Figure 1. M3 wires (run 1).
(2 px per um)
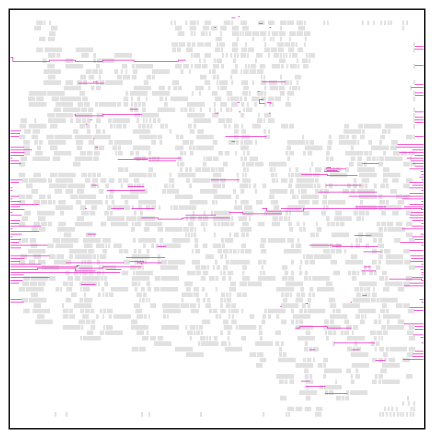
Figure 2. The metal 4 layer (run 1).
(2 px per um) Supply wires on this layer in gray.
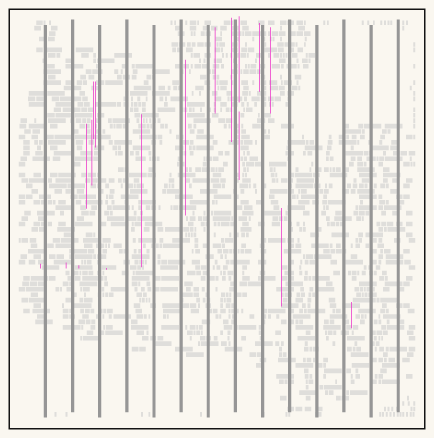
Figure 3. Layout detail (run 1).
Window x 130 to 180, y 132 to 182 um. Cells in gray, sequential cells in the stronger gray; small squares are vias.
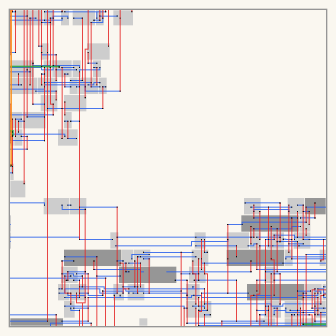
===== src/rtl/axis_sim_pkg.sv =====
// Shared definitions for the AXI-Stream traffic generator: FSM encoding, length defaults
// and the last-beat byte-enable mapping.
package axis_sim_pkg;

  typedef enum logic [1:0] {
    StIdle,
    StData,
    StIfg,
    StDone
  } state_e;

  localparam int unsigned MinLenDefault = 60;
  localparam int unsigned MaxLenDefault = 9600;
  localparam int unsigned LenW          = 14;

  // Low-contiguous byte enables for the residue of a length; a whole beat gives all ones.
  function automatic logic [7:0] len_to_keep(logic [2:0] rem);
    logic [7:0] keep;
    keep = 8'hFF;
    if (rem != 3'd0) begin
      keep = 8'hFF >> (4'd8 - {1'b0, rem});
    end
    return keep;
  endfunction

endpackage


===== src/rtl/axis_tx_beat_fmt.sv =====
// Combinational beat formatter: builds one 64-bit counting-pattern beat from the frame
// index, the byte offset of the beat and the bytes still to send in the frame.
module axis_tx_beat_fmt
  import axis_sim_pkg::*;
(
  input  logic [7:0]      frame_idx_i,
  input  logic [LenW-1:0] byte_off_i,
  input  logic [LenW-1:0] bytes_left_i,
  output logic [63:0]     tdata_o,
  output logic [7:0]      tkeep_o,
  output logic            tlast_o
);

  always_comb begin
    tlast_o = (bytes_left_i <= LenW'(8));
    tkeep_o = tlast_o ? len_to_keep(bytes_left_i[2:0]) : 8'hFF;
    tdata_o = '0;
    for (int k = 0; k < 8; k++) begin
      if (tkeep_o[k]) begin
        tdata_o[8*k +: 8] = frame_idx_i + byte_off_i[7:0] + 8'(k);
      end
    end
  end

endmodule


===== src/rtl/axis_tx_gen.sv =====
// AXI-Stream TX traffic generator: emits runs of counting-pattern frames toward a MAC.
// Build option: define AXIS_TX_GEN_ABORT_EN to flag every Nth frame as aborted via tuser.
module axis_tx_gen
  import axis_sim_pkg::*;
#(
  parameter int unsigned MIN_LEN = MinLenDefault,
  parameter int unsigned MAX_LEN = MaxLenDefault
) (
  input  logic        clk,
  input  logic        tx_axis_aresetn,
  input  logic        start,
  input  logic [13:0] pkt_len,
  input  logic [31:0] pkt_count,
  input  logic [7:0]  ifg_cycles,
  input  logic [7:0]  abort_every,
  output logic [63:0] tx_axis_tdata,
  output logic [7:0]  tx_axis_tkeep,
  output logic        tx_axis_tvalid,
  output logic        tx_axis_tlast,
  output logic        tx_axis_tuser,
  input  logic        tx_axis_tready,
  output logic        input_pkts_done,
  output logic [63:0] pushed_pkts,
  output logic [63:0] aborted_pkts
);

  state_e          state_q, state_d;
  logic [LenW-1:0] len_q, len_d;
  logic [LenW-1:0] off_q, off_d;
  logic [31:0]     count_q, count_d;
  logic [31:0]     frame_q, frame_d;
  logic [7:0]      ifg_q, ifg_d;
  logic [7:0]      ifg_cnt_q, ifg_cnt_d;
  logic [63:0]     pushed_q, pushed_d;
  logic [63:0]     aborted_q, aborted_d;

  logic [LenW-1:0] len_clamped;
  logic [LenW-1:0] bytes_left;
  logic [63:0]     fmt_data;
  logic [7:0]      fmt_keep;
  logic            fmt_last;
  logic            beat_valid;
  logic            frame_abort;
  logic            tuser_w;

`ifdef AXIS_TX_GEN_ABORT_EN
  logic [7:0] abort_every_q, abort_every_d;
  // Tracks the 1-based frame number modulo abort_every, kept in the range 1..abort_every.
  logic [7:0] abort_cnt_q, abort_cnt_d;

  assign frame_abort = (abort_every_q != 8'd0) && (abort_cnt_q == abort_every_q);
`else
  logic unused_abort_every;

  assign unused_abort_every = ^abort_every;
  assign frame_abort        = 1'b0;
`endif

  always_comb begin
    len_clamped = pkt_len;
    if (pkt_len < LenW'(MIN_LEN)) begin
      len_clamped = LenW'(MIN_LEN);
    end else if (pkt_len > LenW'(MAX_LEN)) begin
      len_clamped = LenW'(MAX_LEN);
    end
  end

  assign bytes_left = len_q - off_q;
  assign beat_valid = (state_q == StData);
  assign tuser_w    = beat_valid & fmt_last & frame_abort;

  axis_tx_beat_fmt u_beat_fmt (
    .frame_idx_i  (frame_q[7:0]),
    .byte_off_i   (off_q),
    .bytes_left_i (bytes_left),
    .tdata_o      (fmt_data),
    .tkeep_o      (fmt_keep),
    .tlast_o      (fmt_last)
  );

  always_comb begin
    state_d   = state_q;
    len_d     = len_q;
    off_d     = off_q;
    count_d   = count_q;
    frame_d   = frame_q;
    ifg_d     = ifg_q;
    ifg_cnt_d = ifg_cnt_q;
    pushed_d  = pushed_q;
    aborted_d = aborted_q;
`ifdef AXIS_TX_GEN_ABORT_EN
    abort_every_d = abort_every_q;
    abort_cnt_d   = abort_cnt_q;
`endif

    unique case (state_q)
      StIdle, StDone: begin
        if (start) begin
          len_d     = len_clamped;
          count_d   = pkt_count;
          ifg_d     = ifg_cycles;
          frame_d   = 32'd1;
          off_d     = '0;
          ifg_cnt_d = '0;
          pushed_d  = '0;
          aborted_d = '0;
`ifdef AXIS_TX_GEN_ABORT_EN
          abort_every_d = abort_every;
          abort_cnt_d   = 8'd1;
`endif
          state_d = (pkt_count == 32'd0) ? StDone : StData;
        end
      end

      StData: begin
        if (tx_axis_tready) begin
          if (fmt_last) begin
            pushed_d = pushed_q + 64'd1;
            if (tuser_w) begin
              aborted_d = aborted_q + 64'd1;
            end
            off_d = '0;
            if (frame_q == count_q) begin
              state_d = StDone;
            end else begin
              frame_d = frame_q + 32'd1;
`ifdef AXIS_TX_GEN_ABORT_EN
              abort_cnt_d = (abort_cnt_q == abort_every_q) ? 8'd1 : abort_cnt_q + 8'd1;
`endif
              // Zero gap goes straight into the next frame on the following cycle.
              if (ifg_q != 8'd0) begin
                state_d   = StIfg;
                ifg_cnt_d = 8'd1;
              end
            end
          end else begin
            off_d = off_q + LenW'(8);
          end
        end
      end

      StIfg: begin
        if (ifg_cnt_q == ifg_q) begin
          state_d = StData;
        end else begin
          ifg_cnt_d = ifg_cnt_q + 8'd1;
        end
      end

      default: state_d = StIdle;
    endcase
  end

  always_ff @(posedge clk or negedge tx_axis_aresetn) begin
    if (!tx_axis_aresetn) begin
      state_q   <= StIdle;
      len_q     <= '0;
      off_q     <= '0;
      count_q   <= '0;
      frame_q   <= '0;
      ifg_q     <= '0;
      ifg_cnt_q <= '0;
      pushed_q  <= '0;
      aborted_q <= '0;
    end else begin
      state_q   <= state_d;
      len_q     <= len_d;
      off_q     <= off_d;
      count_q   <= count_d;
      frame_q   <= frame_d;
      ifg_q     <= ifg_d;
      ifg_cnt_q <= ifg_cnt_d;
      pushed_q  <= pushed_d;
      aborted_q <= aborted_d;
    end
  end

`ifdef AXIS_TX_GEN_ABORT_EN
  always_ff @(posedge clk or negedge tx_axis_aresetn) begin
    if (!tx_axis_aresetn) begin
      abort_every_q <= '0;
      abort_cnt_q   <= '0;
    end else begin
      abort_every_q <= abort_every_d;
      abort_cnt_q   <= abort_cnt_d;
    end
  end
`endif

  // Outputs decode straight from state so reset silences the stream in the same cycle.
  assign tx_axis_tvalid  = beat_valid;
  assign tx_axis_tdata   = beat_valid ? fmt_data : 64'd0;
  assign tx_axis_tkeep   = beat_valid ? fmt_keep : 8'd0;
  assign tx_axis_tlast   = beat_valid & fmt_last;
  assign tx_axis_tuser   = tuser_w;
  assign input_pkts_done = (state_q == StDone);
  assign pushed_pkts     = pushed_q;
  assign aborted_pkts    = aborted_q;

endmodule

===== config.mk =====
export PLATFORM = sky130hd
export DESIGN_NAME = axis_tx_gen
export DESIGN_NICKNAME = d
export VERILOG_FILES = /design/src/rtl/axis_sim_pkg.sv /design/src/rtl/axis_tx_beat_fmt.sv /design/src/rtl/axis_tx_gen.sv
export SDC_FILE = /design/constraint.sdc
export NUM_CORES = 1
export LEC_CHECK = 0
export CORE_AREA = 4 4 203 205
export CTS_CLUSTER_SIZE = 40
export DETAILED_ROUTE_END_ITERATION = 8
export DIE_AREA = 0 0 207 209
export GPL_ROUTABILITY_DRIVEN = 0
export PLACE_DENSITY = 0.49
export SLEW_MARGIN = 20
export SYNTH_ARGS = -nofsm -noshare
export SYNTH_HDL_FRONTEND = slang
export SYNTH_SLANG_ARGS = --single-unit

===== constraint.sdc =====
create_clock -name clk -period 12.6 [get_ports clk]
set_clock_uncertainty 0.05 [all_clocks]
set_input_delay 2.52 -clock clk [delete_from_list [all_inputs] [get_ports clk]]
set_output_delay 2.52 -clock clk [all_outputs]
set_load 0.02 [all_outputs]

==> impl_metrics.toml, run 1 <==
# physical design summary
[run_status]
status = "finished clean"

[hold_path]
holdPathStages = 2
holdCritStartpoint = "len_q[10]"
hold_class = "register to register"
holdPathEnd = "len_q[10]"

[routing]
dr_wl_met2_um = 17280
route.met3.wl_um = 1705
dr.max_layer_used = "met5"
wl_met1_um = 17130
vias_per_cell = 5.192
drtIter0Drc = 605
ant_nets = 0
dr.pass1.iters = 4
route.detailed.drc = 0
wire_per_inst_um = 18.14

[die]
dieArea_um2 = 43260
die_y_um = 209
fp_util_pct = 29.72
core_area_um2 = 39460
die_w_um = 207
ios = 270
num_rows = 73

[critical_path]
critical_path_buf_inv_count = 2
critPathLaunch = "off_q[8]"
critical_path_class = "register to output port"
required_ns = 10.03
cp_data_arrival_time_ns = 5.54
r2r_start = "off_q[8]"
critical_path.endpoint = "tx_axis_tdata[28]"
path_cells = "inv_1 -> ha_1 -> or3b_2 -> o2111ai_1 -> or4b_1 -> or4_4 -> a211oi_4 -> nand2_2 -> o31ai_2 -> nor3_1 -> clkdlybuf4s50_1"
worst-r2r-setup-slack_ns = 7.89
crit_cells = 11
crit_slowest_cell = "o31ai_2"
crit_family = "simple AND/OR/NAND/NOR gates"
end_kind = "output port"
r2r_cells = 11
crit_fanout = 16
critPathLaunchType = "register"
max_stage_delay_ns = 0.85
r2r-end = "pushed_pkts[49]"

[grt]
grt_busiest_layer = "met2"
grt_pass1_wl_um = 57440
met1_usage_pct = 22.31
grtUsageMet2_pct = 26.40
grt_max_degree = 109
grt_usage_pct = 16.31
grt_pass1_vias = 10010
overflow = 0
grt_antenna_before_repair = 3

[power_and_ir_drop]
p_sw_w = 0.001280
p_per_area_nw_per_um2 = 188.3
sw_frac_of_total_pct = 46.81
p_leak_nw = 5.691
pg_clk_w = 0.000536
p_total_w = 0.002734
p_clk_share_pct = 19.6
power_frac_seq_pct = 27.2
vdd_drop_max_v = 0.0001546
p_comb_w = 0.00145
combPwrFrac_pct = 53.2
p_int_w = 0.001454
powerSeq_w = 0.000743
maxPowerGroup = "combinational logic"

[place]
dpl-instance-area_um2 = 13940
pre_cts_ws_ns = 4.937
io_buffers = 196
place_inst = 1993
dpl.hpwl_um = 26870

[cells_and_area]
final_area_um2 = 14520
fillers = 4051
layout_top_cells = "clkdlybuf4s50_1, dfrtp_1, nor2_1"
layout.area.comb_um2 = 6691
regArea_um2 = 4279
largest_reg_flops = 64
lay_top_count = "clkdlybuf4s50_1"
nets = 1590
final_core_util_pct = 36.80
drive_above_1_share_pct = 8.000
layout.cells.non_filler = 2026
area_delta_synth_final_pct = 23.82

[clock_tree]
htree_levels = 4
clockRootBuffer = "clkbuf_16"
clock-sinks = 171
clock.latency.late_pin_ns = 0.45
cts_resized = 0
cts.clk_slew.worst_paths_ns = 0.07
cts_tree = "done"
ctsHoldBuffers = 0
cts_buffers = 17
cts_setup_buffers = 0
clock_path_buffers = 2

[logic_synthesis]
syn-instance-count = 1328
ys_cells = 1328
yosysWarnings = 0
avgSynthCellArea_um2 = 8.830
ff_type = "dfrtp_1"
yosysUniqueCellTypes = 77
ys_seq_share_pct = 36.49
ys_ff = 171
edf_count = 0
netlist_area_um2 = 11730
yosys_area_um2 = 11730
async_flop_share_pct = 100.0

[final_timing]
worstMarginPinSlew_ns = 1.005
min_period_ns = 8.111
whs_ns = 0.4439
fin_ws_ns = 4.489
slew_headroom_pct = 32.53
hold_viol = 0
rsz0062_at_grt = "false"
max_freq_mhz = 123.3
setup_viol = 0
final-max-slew-violation-count = 0
setup_tns_ns = 0
finalCritPeriodShare_pct = 64.38

[run]
max-cap-violations = 0
warning_count = 49
-- Figure 1 (at the start) --
The wires run mostly horizontal. The longest straight run is 59.1 um. 166 nets have wire on it. The layer holds 4.6% of the routed length.
GR met3 Demand/Resource: 3.483%
vias post-DR: 10520
routed wire length: 36760 um

-- Figure 2 (at the start) --
The layer carries 617 um of wire. The layer holds 1.7% of the routed length.

-- Figure 3 (at the start) --
Key: M2 = red; M4 = orange; M1 = blue; M3 = green
61 logic cells have their middle in the window. Sequential cells in the window: 5. Netlist names of flops here include pushed_pkts (5). Most frequent: nor2_1 (9).

==> run 1: synth_stat cells (33+ instances only) <==
cell / n / area share (%)
dfrtp_1: 171 / 36
nor2_1: 111 / 3.6
o21ai_0: 33 / 1.4
xnor2_1: 59 / 4.4
nand2_1: 83 / 2.7
or4_1: 60 / 3.8
a21oi_1: 102 / 4.4
mux2_2: 43 / 4.1
ha_1: 37 / 3.9
clkbuf_1: 51 / 1.6
inv_1: 57 / 1.8
buf_4: 66 / 4.2
nand4_1: 33 / 1.8
o31ai_1: 56 / 3.6
nand3_1: 60 / 2.6
==> run 1: logic make-up (layout without fill, tap and decap cells) <==
| logic type | Yosys count | count (layout) | share of synthesized area [%] |
|---|---|---|---|
| buffers and inverters | 196 | 303 | 8.675 |
| muxes | 47 | 47 | 4.471 |
| and+or+nand+nor | 492 | 492 | 22.42 |
| other | 1 | 67 | 0.03198 |
| DFF | 171 | 171 | 36.49 |
| xor gates and xnor gates | 92 | 92 | 6.936 |
| AOI/OAI and AO/OA | 292 | 292 | 17.03 |
| adders and majority gates | 37 | 37 | 3.948 |
==> run 1: worst reg2reg max path, stage by stage, from the launching register on <==
cell	delay, ns
dfrtp_1	0.35
inv_1	0.07
ha_1	0.41
or3b_2	0.25
o2111ai_1	0.15
or4b_1	0.58
or4_4	0.57
a211oi_4	0.71
a21oi_4	0.21
buf_4	0.45
or4_1	0.66
a21oi_1	0.18
==> run 1: final cells by class <==
type | instances | share of cell area (%)
Multi-Input combinational cell | 1026 | 46.09
Sequential cell | 171 | 29.47
Timing Repair Buffer | 213 | 14.40
Tap cell | 525 | 4.524
Clock buffer | 18 | 2.956
Inverter | 58 | 1.499
Clock inverter | 14 | 1.043
Antenna cell | 1 | 0.01724
==> run 2: changes to the inputs <==
==> constraint.sdc (replaced) <==
create_clock -name clk -period 8 [get_ports clk]
set_clock_uncertainty 0.05 [all_clocks]
set_input_delay 1.6 -clock clk [delete_from_list [all_inputs] [get_ports clk]]
set_output_delay 1.6 -clock clk [all_outputs]
set_load 0.02 [all_outputs]
==> impl_metrics.toml, run 2 <==
# physical design summary
[run_status]
status = "finished clean"

[place]
dpl-instance-area_um2 = 13940
io_buffers = 196
pre_cts_ws_ns = 1.632
dpl.hpwl_um = 27040
place_inst = 1994

[critical_path]
crit_slowest_cell = "o31ai_2"
path_cells = "inv_1 -> ha_1 -> or3b_2 -> o2111ai_1 -> or4b_1 -> or4_4 -> a211oi_4 -> buf_4 -> nand2_2 -> o31ai_2 -> inv_1 -> clkdlybuf4s50_1"
worst-r2r-setup-slack_ns = 3.62
cp_common_cell = "inv_1"
max_stage_delay_ns = 0.86
critPathLaunchType = "register"
r2r_cells = 12
critical_path_class = "register to output port"
cp_data_arrival_time_ns = 5.17
crit_fanout = 16
r2r_start = "off_q[8]"
r2r-end = "pushed_pkts[49]"
end_kind = "output port"
required_ns = 6.35

[logic_synthesis]
topCellsByArea = "dfrtp_1, xnor2_1, a21oi_1, buf_4, mux2_2"
mux_share_pct = 4.471
synthTopCellsByCount = "dfrtp_1, nor2_1, a21oi_1, nand2_1, buf_4"
synth-compound-area-share_pct = 17.03
async_flop_share_pct = 100.0
yosysMostFrequentCell = "dfrtp_1"
synth_top_area_share_pct = 36.49
yosysWarnings = 0
avgSynthCellArea_um2 = 8.830
ys_cells = 1328
yosysUniqueCellTypes = 77
netlist_logic_family_top = "simple AND/OR/NAND/NOR gates"
ys_seq_share_pct = 36.49
netlist_area_um2 = 11730
edf_count = 0
adder_share_pct = 3.948
yosys_area_um2 = 11730
ff_type = "dfrtp_1"
syn-instance-count = 1328
yosys.area_share.simple_pct = 22.42
synth_xor_xnor_area_share_pct = 6.936
ys_ff = 171
yosys.area.top_type = "dfrtp_1"

[clock_tree]
cts_setup_buffers = 0
cts.clk_slew.worst_paths_ns = 0.07
ctsHoldBuffers = 0
htree_levels = 4
cts_tree = "done"
clockRootBuffer = "clkbuf_16"
cts_resized = 0
clock.latency.late_pin_ns = 0.45
clock_path_buffers = 2
cts_buffers = 17

[power_and_ir_drop]
vdd_drop_max_v = 0.0001627
p_leak_nw = 5.682
p_total_w = 0.004286
p_per_area_nw_per_um2 = 295.4

[final_timing]
finalCritPeriodShare_pct = 85.20
fin_ws_ns = 1.184
max_freq_mhz = 146.7
hold_viol = 0
min_period_ns = 6.816
setup_viol = 0
whs_ns = 0.4486
final-max-slew-violation-count = 0
rsz0062_at_grt = "false"
worstMarginPinSlew_ns = 1.020
slew_headroom_pct = 31.52
setup_tns_ns = 0

[routing]
ant_nets = 0
dr.pass1.iters = 4
route.detailed.drc = 0
drtIter0Drc = 547
vias_per_cell = 5.183
wire_per_inst_um = 18.10
vias = 10510
drt-total-wl_um = 36700

[cells_and_area]
layout_top_cells = "clkdlybuf4s50_1, dfrtp_1, nor2_1"
clkCellAreaFrac_pct = 3.881
seq_share_pct = 29.49
comb-cell-share_pct = 46.12
area_delta_synth_final_pct = 23.73
layout.cells.non_filler = 2027
signal_buffers = 214
regArea_um2 = 4279
largest_class = "logic gates"
drive_above_1_share_pct = 7.928
layout.area.comb_um2 = 6691
lay_top_count = "clkdlybuf4s50_1"
fillers = 4068
final_area_um2 = 14510
nets = 1591
largest_reg_flops = 64
nNonClkInverters = 58
final_core_util_pct = 36.77
insertedDiodeCount = 1
nonClkBufAreaFrac_pct = 14.46
comb_cells = 1026

[hold_path]
holdPathEnd = "len_q[10]"
holdPathStages = 2
holdCritStartpoint = "len_q[10]"
hold_class = "register to register"

[die]
die_w_um = 207
dieArea_um2 = 43260
fp_util_pct = 29.72
core_area_um2 = 39460
nWellTaps = 525
die_y_um = 209
num_rows = 73
ios = 270

[grt]
grt_usage_pct = 16.38
grt_antenna_before_repair = 2
overflow = 0
grt_pass1_vias = 10130
grt_max_degree = 109
grt_pass1_wl_um = 57640

[run]
max-cap-violations = 0
warning_count = 50
run 2: worst max path at each step:
stage                     startpoint          endpoint  slack, ns  depth (start not counted)
after global routing        off_q[8]  tx_axis_tkeep[3]       0.95                         12
after detailed placement    off_q[8]  tx_axis_tkeep[3]       1.63                         12
after CTS                   off_q[8]  tx_axis_tkeep[3]       1.11                         12
after global placement      len_q[8]  tx_axis_tkeep[3]       1.67                         11
final                       off_q[8]  tx_axis_tkeep[3]       1.18                         12
after floorplan            off_q[11]  tx_axis_tdata[3]       2.98                         12
run 2: power by group:
part / switching (W) / leakage [nW] / internal, W / total (W)
Clock: 0.000388 / 0.269 / 0.000438 / 0.000826
Sequential: 0.000151 / 2.26 / 0.00102 / 0.00117
Combinational: 0.00146 / 3.15 / 0.000826 / 0.00229
Total: 0.00200 / 5.68 / 0.00229 / 0.00429
run 2: cells by family after synthesis:
logic type      count (synthesis)
mux                            47
simple gates                  492
fa+ha+maj                      37
other cells                     1
xor+xnor                       92
buf+inv                       196
flops                         171
compound gates                292
run 2: worst max-delay path: cells and delay by family (launching register included):
kind | cells | cell delay, ns
AND-OR/OR-AND | 3 | 1.20
flip-flops | 1 | 0.36
adder cells (fa/ha/maj) | 1 | 0.40
buffers and inverters | 4 | 1.12
AND/OR/NAND/NOR | 4 | 1.63
run 2: routing by layer:
layer / routed length (um) / part of all wire (%) / global-route usage (%) / vias up
met5: 30 / 0.082 / 0 / -
met4: 463 / 1.3 / 3.694 / 4
met3: 1583 / 4.3 / 3.378 / 27
met2: 17560 / 48 / 27.26 / 217
met1: 17060 / 46 / 22.06 / 5197
li1: - / - / - / 5061
Figure 4. Clock routing (run 2).
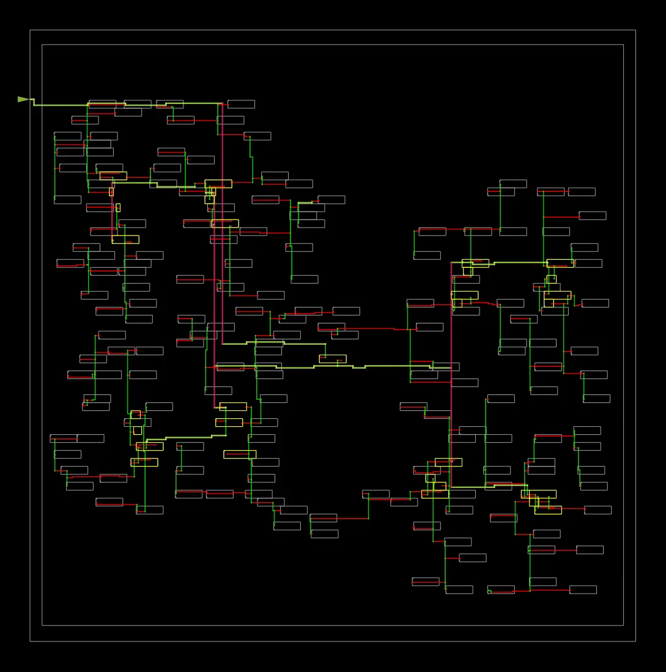
CTS sink cnt: 171
clk_buf instances: 20
Flops: 171

==> run 3: changes to the inputs <==
--- a/config.mk
+++ b/config.mk
@@ -5,10 +5,10 @@
 export SDC_FILE = /design/constraint.sdc
 export NUM_CORES = 1
 export LEC_CHECK = 0
-export CORE_AREA = 4 4 203 205
+export CORE_AREA = 4 4 167 250
 export CTS_CLUSTER_SIZE = 40
 export DETAILED_ROUTE_END_ITERATION = 8
-export DIE_AREA = 0 0 207 209
+export DIE_AREA = 0 0 171 254
 export GPL_ROUTABILITY_DRIVEN = 0
 export PLACE_DENSITY = 0.49
 export SLEW_MARGIN = 20
Figure 5. The metal 4 layer (run 3).
(1.5 px per um) Supply wires on this layer in gray.
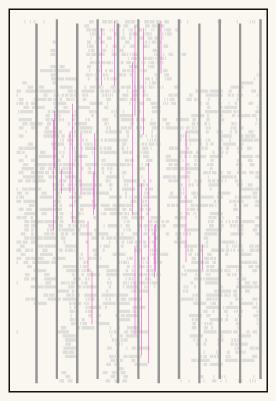
The longest straight run is 133 um. The layer holds 3.4% of the routed length. The layer carries 1260 um of wire. 20 nets have wire on it. The wires run mostly vertical.
vias post-DR: 10570
routed wire length: 37170 um

==> impl_metrics.toml, run 3 <==
# physical design summary
[run_status]
status = "finished clean"

[critical_path]
critical_path_buf_inv_count = 1
required_ns = 6.35
crit_slowest_cell = "o31ai_2"
max_stage_delay_ns = 0.76
end_kind = "output port"
crit_fanout = 16
critPathLaunchType = "register"

[routing]
ant_nets = 0
route.detailed.drc = 0
dr.pass1.iters = 5
vias_per_cell = 5.283
wire_per_inst_um = 18.59

[die]
num_rows = 89
die_w_um = 171
dieArea_um2 = 43430
ios = 270
core_area_um2 = 39420

[clock_tree]
cts.clk_slew.worst_paths_ns = 0.07
clockRootBuffer = "clkbuf_16"
clock-sinks = 171
htree_levels = 4
cts_resized = 0
cts_setup_buffers = 0
cts_tree = "done"
clock_path_buffers = 2
cts_buffers = 17
ctsHoldBuffers = 0

[final_timing]
worstMarginPinSlew_ns = 1.068
setup_tns_ns = 0
rsz0062_at_grt = "false"
min_period_ns = 6.449
whs_ns = 0.4690
hold_viol = 0
final-max-slew-violation-count = 0
finalCritPeriodShare_pct = 80.61
slew_headroom_pct = 28.26

[grt]
grt_antenna_before_repair = 0
overflow = 0
grt_pass1_vias = 9983
grt_pass1_wl_um = 56990
grt_max_degree = 108
grt_usage_pct = 16.58

[logic_synthesis]
ys_ff = 171
yosys.area.top_type = "dfrtp_1"
yosys_area_um2 = 11730
avgSynthCellArea_um2 = 8.830
yosysWarnings = 0
async_flop_share_pct = 100.0
syn-instance-count = 1328
edf_count = 0
ff_type = "dfrtp_1"
ys_seq_share_pct = 36.49
yosysMostFrequentCell = "dfrtp_1"
topCellsByArea = "dfrtp_1, xnor2_1, a21oi_1, buf_4, mux2_2"
ys_cells = 1328
netlist_area_um2 = 11730
synth_top_area_share_pct = 36.49

[run]
max-cap-violations = 0

[cells_and_area]
layout_top_cells = "clkdlybuf4s50_1, dfrtp_1, nor2_1"
lay_top_count = "clkdlybuf4s50_1"
area_delta_synth_final_pct = 23.29
final_area_um2 = 14460
nets = 1590
insertedDiodeCount = 0

[hold_path]
hold_class = "register to register"

[place]
dpl.hpwl_um = 27910
io_buffers = 196

[power_and_ir_drop]
p_leak_nw = 5.683
==> run 3: layout make-up <==
| type | count | area, um^2 |
|---|---|---|
| Clock inverter | 12 | 106.4 |
| Timing Repair Buffer | 213 | 2091 |
| Sequential cell | 171 | 4279 |
| Multi-Input combinational cell | 1026 | 6691 |
| Inverter | 58 | 217.7 |
| Tap cell | 500 | 625.6 |
| Fill cell | 4091 | 24960 |
| Clock buffer | 20 | 446.7 |
==> run 3: final timing paths <==
path                                 startpoint  depth (start not counted)                end
worst min-delay path                  len_q[10]                          2          len_q[10]
worst max-delay path                   len_q[8]                         10  tx_axis_tdata[28]
worst min register to register        len_q[10]                          2          len_q[10]
worst max register to register         len_q[8]                         11    pushed_pkts[30]
min in group asynchronous       tx_axis_aresetn                          1    pushed_pkts[55]
max in group asynchronous       tx_axis_aresetn                          2        frame_q[19]
==> run 3: routing by layer <==
metal,track usage (%),vias to the layer above,routed length [um]
li1,-,5043,-
met1,19.18,5211,14740
met2,30.42,258,19810
met3,2.070,54,1362
met4,7.067,0,1259
met5,0,-,0
==> run 3: logic make-up after synthesis <==
family | share of synthesized area, %
compound gates | 17.03
xor+xnor | 6.936
fa+ha+maj | 3.948
buf+inv | 8.675
flops | 36.49
mux | 4.471
other cells | 0.03198
simple gates | 22.42
==> run 3: per-stage QoR <==
step                      total power, W  std cells  utilization (%)  setup slack, ns
after global routing            0.004577       2000            36.68            1.332
final                           0.004288       2000            36.68            1.551
after floorplan                 0.002728       1393                -            2.978
after global placement          0.003507       1968            35.27            1.976
after CTS                       0.004355       2000            36.68            1.482
after detailed placement        0.003528       1968            35.27            1.971
==> run 3: where the power goes <==
part           switching (W)  total (W)  internal, W
combinational        0.00146    0.00229     0.000826
sequential          0.000169    0.00119      0.00102
clock               0.000392   0.000808     0.000416
total                0.00202    0.00429      0.00226
Power figures rest on the tool's default switching activity, not on a simulated workload.
